**src/rtl/lfsr_counter.sv**
```systemverilog
// lfsr_counter: Fibonacci or Galois LFSR with a step counter that measures
// the distance from the last applied seed. It emits a one-cycle wrap pulse
// when the sequence returns to that seed. A zero seed on load is replaced by
// SEED and flagged with a lockup pulse, so the all-zero state is unreachable.
module lfsr_counter #(
  parameter int               WIDTH = 8,
  parameter logic [WIDTH-1:0] TAPS  = 8'hB8,
  parameter int               MODE  = 0,
  parameter logic [WIDTH-1:0] SEED  = WIDTH'(1)
) (
  input  logic             clk,
  input  logic             reset,
  input  logic             en,
  input  logic             load,
  input  logic [WIDTH-1:0] seed_in,
  output logic [WIDTH-1:0] q,
  output logic             out_bit,
  output logic [WIDTH-1:0] count,
  output logic             wrap,
  output logic             lockup
);

  // State that follows the update rules below.
  logic [WIDTH-1:0] r_q;
  logic [WIDTH-1:0] r_ref;
  logic [WIDTH-1:0] r_count;
  logic             r_wrap;
  logic             r_lockup;

  logic [WIDTH-1:0] w_next;
  logic             w_hit_ref;
  logic             w_seed_zero;

  // Fibonacci form: the parity of the tapped bits shifts in at bit 0.
  function automatic logic [WIDTH-1:0] fib_step(input logic [WIDTH-1:0] s);
    logic fb;
    fb = ^(s & TAPS);
    return {s[WIDTH-2:0], fb};
  endfunction

  // Galois form: shift left, and fold the bit that falls out of the MSB
  // back into every tapped position.
  function automatic logic [WIDTH-1:0] galois_step(input logic [WIDTH-1:0] s);
    return {s[WIDTH-2:0], 1'b0} ^ ({WIDTH{s[WIDTH-1]}} & TAPS);
  endfunction

  // Successor of the current state in the selected form, and its comparison
  // against the reference seed.
  always_comb begin
    w_next      = (MODE == 0) ? fib_step(r_q) : galois_step(r_q);
    w_hit_ref   = (w_next == r_ref);
    w_seed_zero = (seed_in == '0);
  end

  // State update, with priority reset > load > en > hold.
  always_ff @(posedge clk) begin
    if (reset) begin
      r_q      <= SEED;
      r_ref    <= SEED;
      r_count  <= '0;
      r_wrap   <= 1'b0;
      r_lockup <= 1'b0;
    end else if (load) begin
      // A zero seed would park the LFSR forever, so substitute SEED.
      if (w_seed_zero) begin
        r_q      <= SEED;
        r_ref    <= SEED;
        r_lockup <= 1'b1;
      end else begin
        r_q      <= seed_in;
        r_ref    <= seed_in;
        r_lockup <= 1'b0;
      end
      r_count <= '0;
      r_wrap  <= 1'b0;
    end else if (en) begin
      r_q      <= w_next;
      r_lockup <= 1'b0;
      if (w_hit_ref) begin
        r_count <= '0;
        r_wrap  <= 1'b1;
      end else begin
        r_count <= r_count + WIDTH'(1);
        r_wrap  <= 1'b0;
      end
    end else begin
      r_wrap   <= 1'b0;
      r_lockup <= 1'b0;
    end
  end

  assign q       = r_q;
  assign out_bit = r_q[WIDTH-1];
  assign count   = r_count;
  assign wrap    = r_wrap;
  assign lockup  = r_lockup;

endmodule

```
**config.mk**
```make
export PLATFORM = sky130hd
export DESIGN_NAME = lfsr_counter
export DESIGN_NICKNAME = d
export VERILOG_FILES = /design/src/rtl/lfsr_counter.sv
export SDC_FILE = /design/constraint.sdc
export NUM_CORES = 1
export LEC_CHECK = 0
export ABC_CLOCK_PERIOD_IN_PS = 1500
export CORE_UTILIZATION = 43
export DETAILED_ROUTE_END_ITERATION = 10
export GPL_TIMING_DRIVEN = 0
export PLACE_DENSITY_LB_ADDON = 0.08
export SLEW_MARGIN = 20
export SYNTH_ARGS = -nofsm -noshare
export SYNTH_HDL_FRONTEND = slang
export SYNTH_SLANG_ARGS = --single-unit
```
**constraint.sdc**
```tcl
create_clock -name clk -period 1.5 [get_ports clk]
set_input_delay 0.3 -clock clk [delete_from_list [all_inputs] [get_ports clk]]
set_output_delay 0.3 -clock clk [all_outputs]
set_load 0.05 [all_outputs]
```
Figure 1. Routing congestion map (run 1).
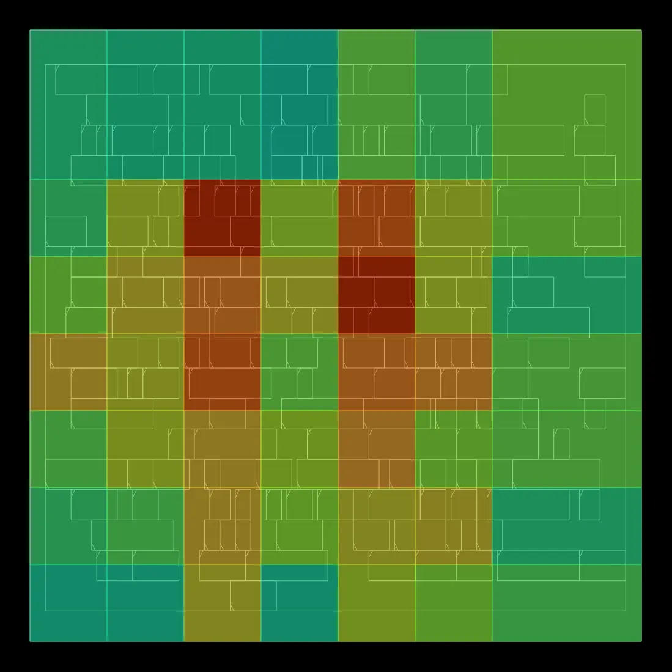
GR Util met2: 32.7%
wire length per cell: 14.5 um

Figure 2. Pin map (run 1).
Bar = 20 um. Pins as bars across the die edge, other pins in grey.
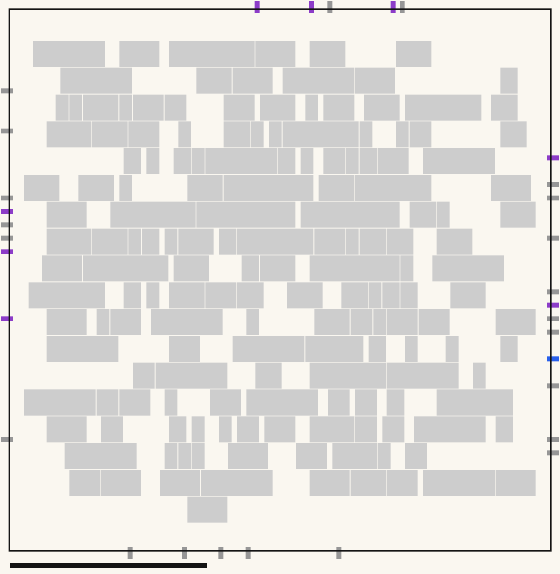
[purple] q | pins: 8 | direction: output | edge: 3 west, 3 north, 2 east
[blue] reset | pins: 1 | direction: input | edge: east
all pins by edge: 12 east, 9 west, 5 south, 5 north
Die Ht: 54.8 um
number of buffers added on ports: 28

Figure 3. Signal wires on met1 (run 1).
Bar = 20 um.
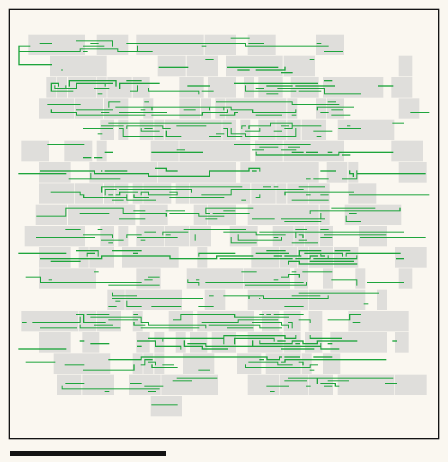
share of all routed wire: 49%
wire length on this layer: 1360 um
nets with wire on the layer: 154
Vias: 1033
met1 GRT Util: 27.7%
DRT Wirelength: 2.80 mm

==> flow_metrics.env, run 1 <==
# yosys + openroad results
export IMPL_fmax_mhz=671
export IMPL_rsz0062_at_grt="yes"
export IMPL_final_hold_viol_count=0
export IMPL_die_area_um2=3000
export IMPL_comb_cells=93
export IMPL_logic_area_um2=703
export IMPL_holdPathEnd="r_ref[5]$_SDFFE_PP0P_"
export IMPL_ys_cells=129
export IMPL_cp_startpoint="q[3]$_SDFFE_PP0P_"
export IMPL_grt_busiest_layer="met2"
export IMPL_hp_start="seed_in[5]"
export IMPL_clk_power_w=0.000423
export IMPL_ys_warn_count=0
export IMPL_path_delay_family="XOR/XNOR gates"
export IMPL_warnings=27
export IMPL_drc=0
export IMPL_synth_flops=26
export IMPL_peakVddDrop_v=0.000595
export IMPL_grt_pass1_vias=1006
export IMPL_avgSynthCellArea_um2=9.28
export IMPL_wl_met2_mm=1.28
export IMPL_drive_gt1_share_pct=28.2
export IMPL_crit_required_ns=1.75
export IMPL_taps=30
export IMPL_ys_types=23
export IMPL_n_antenna_cell=0
export IMPL_fill_cells=222
export IMPL_final_signal_buffer_count=39
export IMPL_status="completed"
export IMPL_p_clk_share_pct=28.1
export IMPL_fin_skew_ns=0.00265
export IMPL_antenna_found_initial=0
export IMPL_top_cell_area_share_pct=43.5
export IMPL_synthTopLogicFamily="simple AND/OR/NAND/NOR gates"
export IMPL_comb_power_w=0.000325
export IMPL_antenna_left=0
export IMPL_worstSkewPairLatency_ns=0.32
export IMPL_pre_cts_ws_ns=-0.534
export IMPL_n_clock_buffer=4
-- run 1: Yosys cell counts --
cell and count:
a211o_1 2, a211oi_1 1, a21oi_1 7, buf_1 1, buf_2 2, buf_4 1
clkbuf_1 5, dfxtp_1 26, ha_1 1, inv_1 1, mux2i_1 15, nand2_1 5
nand4_1 4, nor2_1 24, nor3_1 2, nor3_2 1, nor4_1 10, o21a_1 1
or3_1 1, or4_1 1, xnor2_1 14, xor2_1 3, xor3_1 1
-- run 1: through the flow --
step | hold slack (ns) | instance area, um^2 | total power (W)
2_1_floorplan | 0.375 | 1230 | 0.000975
3_3_place_gp | 0.463 | 1550 | 0.00107
3_5_place_dp | 0.466 | 1550 | 0.00108
4_1_cts | 0.358 | 1640 | 0.00149
5_1_grt | 0.315 | 1680 | 0.00156
6_report | 0.303 | 1680 | 0.00150
Figure 4. Met3 routing (run 1).
Bar = 20 um.
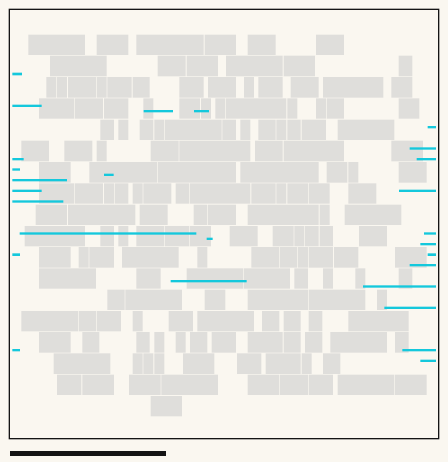

==> run 2: changes to the inputs <==
Settings changed: CELL_PAD_IN_SITES_DETAIL_PLACEMENT set to 1, CELL_PAD_IN_SITES_GLOBAL_PLACEMENT set to 2, CORE_UTILIZATION 43 to 25.
Figure 5. Met3 routing (run 2).
Bar = 20 um.
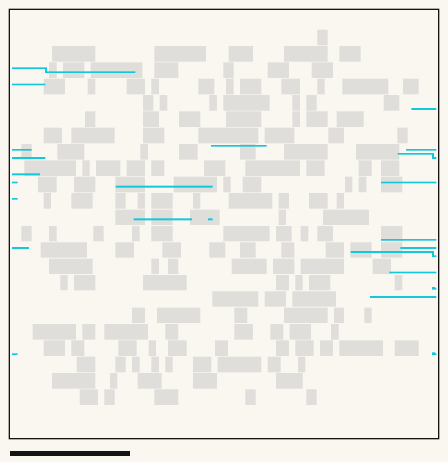
nets with wire on the layer: 21
share of all routed wire: 4.6%
main direction: horizontal
wire length on this layer: 152 um
longest straight run: 15.9 um
DRT Wirelength: 3.32 mm
met3 GRT Util: 3.99%
Vias: 1046

==> flow_metrics.env, run 2 <==
# yosys + openroad results
export IMPL_status="finished, violations left"
export IMPL_failed_checks="design-rule violations"
export IMPL_wl_per_cell_um=15.2
export IMPL_grt_usage_pct=14.4
export IMPL_fill_cells=509
export IMPL_overflow=0
export IMPL_ff_count=26
export IMPL_p_int_w=0.00110
export IMPL_top_layer="met4"
export IMPL_drc=4
export IMPL_ff_type="dfxtp_1"
export IMPL_gp_congestion=0.705
export IMPL_path_buffers=1
export IMPL_power_top_group="registers"
export IMPL_top_cell="dfxtp_1"
export IMPL_synthTopLogicFamily="simple AND/OR/NAND/NOR gates"
export IMPL_antenna_left=0
export IMPL_logic_area_um2=682
export IMPL_grt_busiest_layer="met2"
export IMPL_grt_pass1_vias=1096
export IMPL_wl_met2_mm=1.42
export IMPL_crit_path_cell_trace="clkdlybuf4s15_1"
export IMPL_synth_flops=26
export IMPL_clock_area_share_pct=3.26
export IMPL_met2_usage_pct=21.8
export IMPL_comb_cells=93
export IMPL_p_seq_w=0.000755
export IMPL_r2r_setup_slack_ns=0.06
export IMPL_fmax_mhz=682
export IMPL_synthAoiAreaFrac_pct=5.64
export IMPL_top_cell_area_share_pct=43.5
export IMPL_crit_cells=1
export IMPL_fin_skew_ns=0.0103
export IMPL_ys_sh_simple_pct=19.2
export IMPL_avgSynthCellArea_um2=9.28
export IMPL_n_clock_buffer=4
export IMPL_synthXorXnorAreaFrac_pct=14.4
export IMPL_worstSkewPairLatency_ns=0.28
export IMPL_postPlaceCellArea_um2=1580
export IMPL_clk_power_w=0.000467
export IMPL_ys_cells=129
export IMPL_path_delay_family="buffers and inverters"
export IMPL_setup_ws_ns=0.0331
export IMPL_gr_usage_met1_pct=20.3
export IMPL_initCoreUtil_pct=26.8
export IMPL_peakVddDrop_v=0.000596
export IMPL_crit_required_ns=1.20
export IMPL_swShare_pct=29.2
export IMPL_total_power_w=0.00155
export IMPL_rsz0062_at_grt="yes"
export IMPL_final_cell_area_um2=1690
export IMPL_comb_power_w=0.000330
export IMPL_crit_type="reg2out"
export IMPL_layout_min_cycle_time_ns=1.47
export IMPL_setup_viol=0
export IMPL_synthTopCellsByCount="dfxtp_1 (26), nor2_1 (24), mux2i_1 (15), xnor2_1 (14), nor4_1 (10)"
export IMPL_synth_cell_area_um2=1200
export IMPL_cp_end_kind="output pin"
export IMPL_die_height_um=71.2
export IMPL_ys_chip_area_um2=1200
export IMPL_ys_types=23
export IMPL_clkTransAtPathRegs_ns=0.10
export IMPL_die_area_um2=5070
export IMPL_taps=52
export IMPL_synth_seq_share_pct=43.5
export IMPL_inverters=1
export IMPL_fp_nets=142
export IMPL_p_clk_share_pct=30.1
export IMPL_area_leaders="dfxtp_1 (43%), mux2i_1 (13%), xnor2_1 (10%)"
export IMPL_drive_gt1_share_pct=26.5
export IMPL_pre_cts_ws_ns=-0.644
export IMPL_drt_iter0_drc=40
export IMPL_slew_viol_final=0
export IMPL_port_buffers=28
export IMPL_antenna_found_initial=0
export IMPL_final_signal_buffer_count=42
export IMPL_switchingPower_w=0.000454
export IMPL_tightestPinTransition_ns=0.513
export IMPL_ys_warn_count=0
export IMPL_die_width_um=71.2
export IMPL_hold_slack_ns=0.365
export IMPL_root_buffer="clkbuf_8"
export IMPL_dp_cells=209
export IMPL_final_hold_viol_count=0
export IMPL_synthArstFlopShare_pct=0
export IMPL_nets=180
export IMPL_edf_count=0
export IMPL_warnings=27
export IMPL_n_antenna_cell=0
[run 2: cell counts after synthesis]
No cell type changed its count.
[run 2: repair_timing]
| item | 4_1_cts | 5_1_grt |
|---|---|---|
| endpoints found under the setup margin | 42 | 20 |
| pin swaps | 3 | 3 |
| resized | 47 | 15 |
| hold endpoints to repair | 0 | 0 |
| buffers inserted | 2 | 3 |
[run 2: final timing paths]
check                          endpoint                   from
hold reg to reg   r_ref[0]$_SDFFE_PP1P_  r_ref[0]$_SDFFE_PP1P_
hold / removal        q[2]$_SDFFE_PP0P_             seed_in[2]
setup / recovery                   q[0]      q[0]$_SDFFE_PP1P_
setup reg to reg  count[5]$_SDFFE_PP0P_      q[5]$_SDFFE_PP0P_
Power figures rest on the tool's default switching activity, not on a simulated workload.
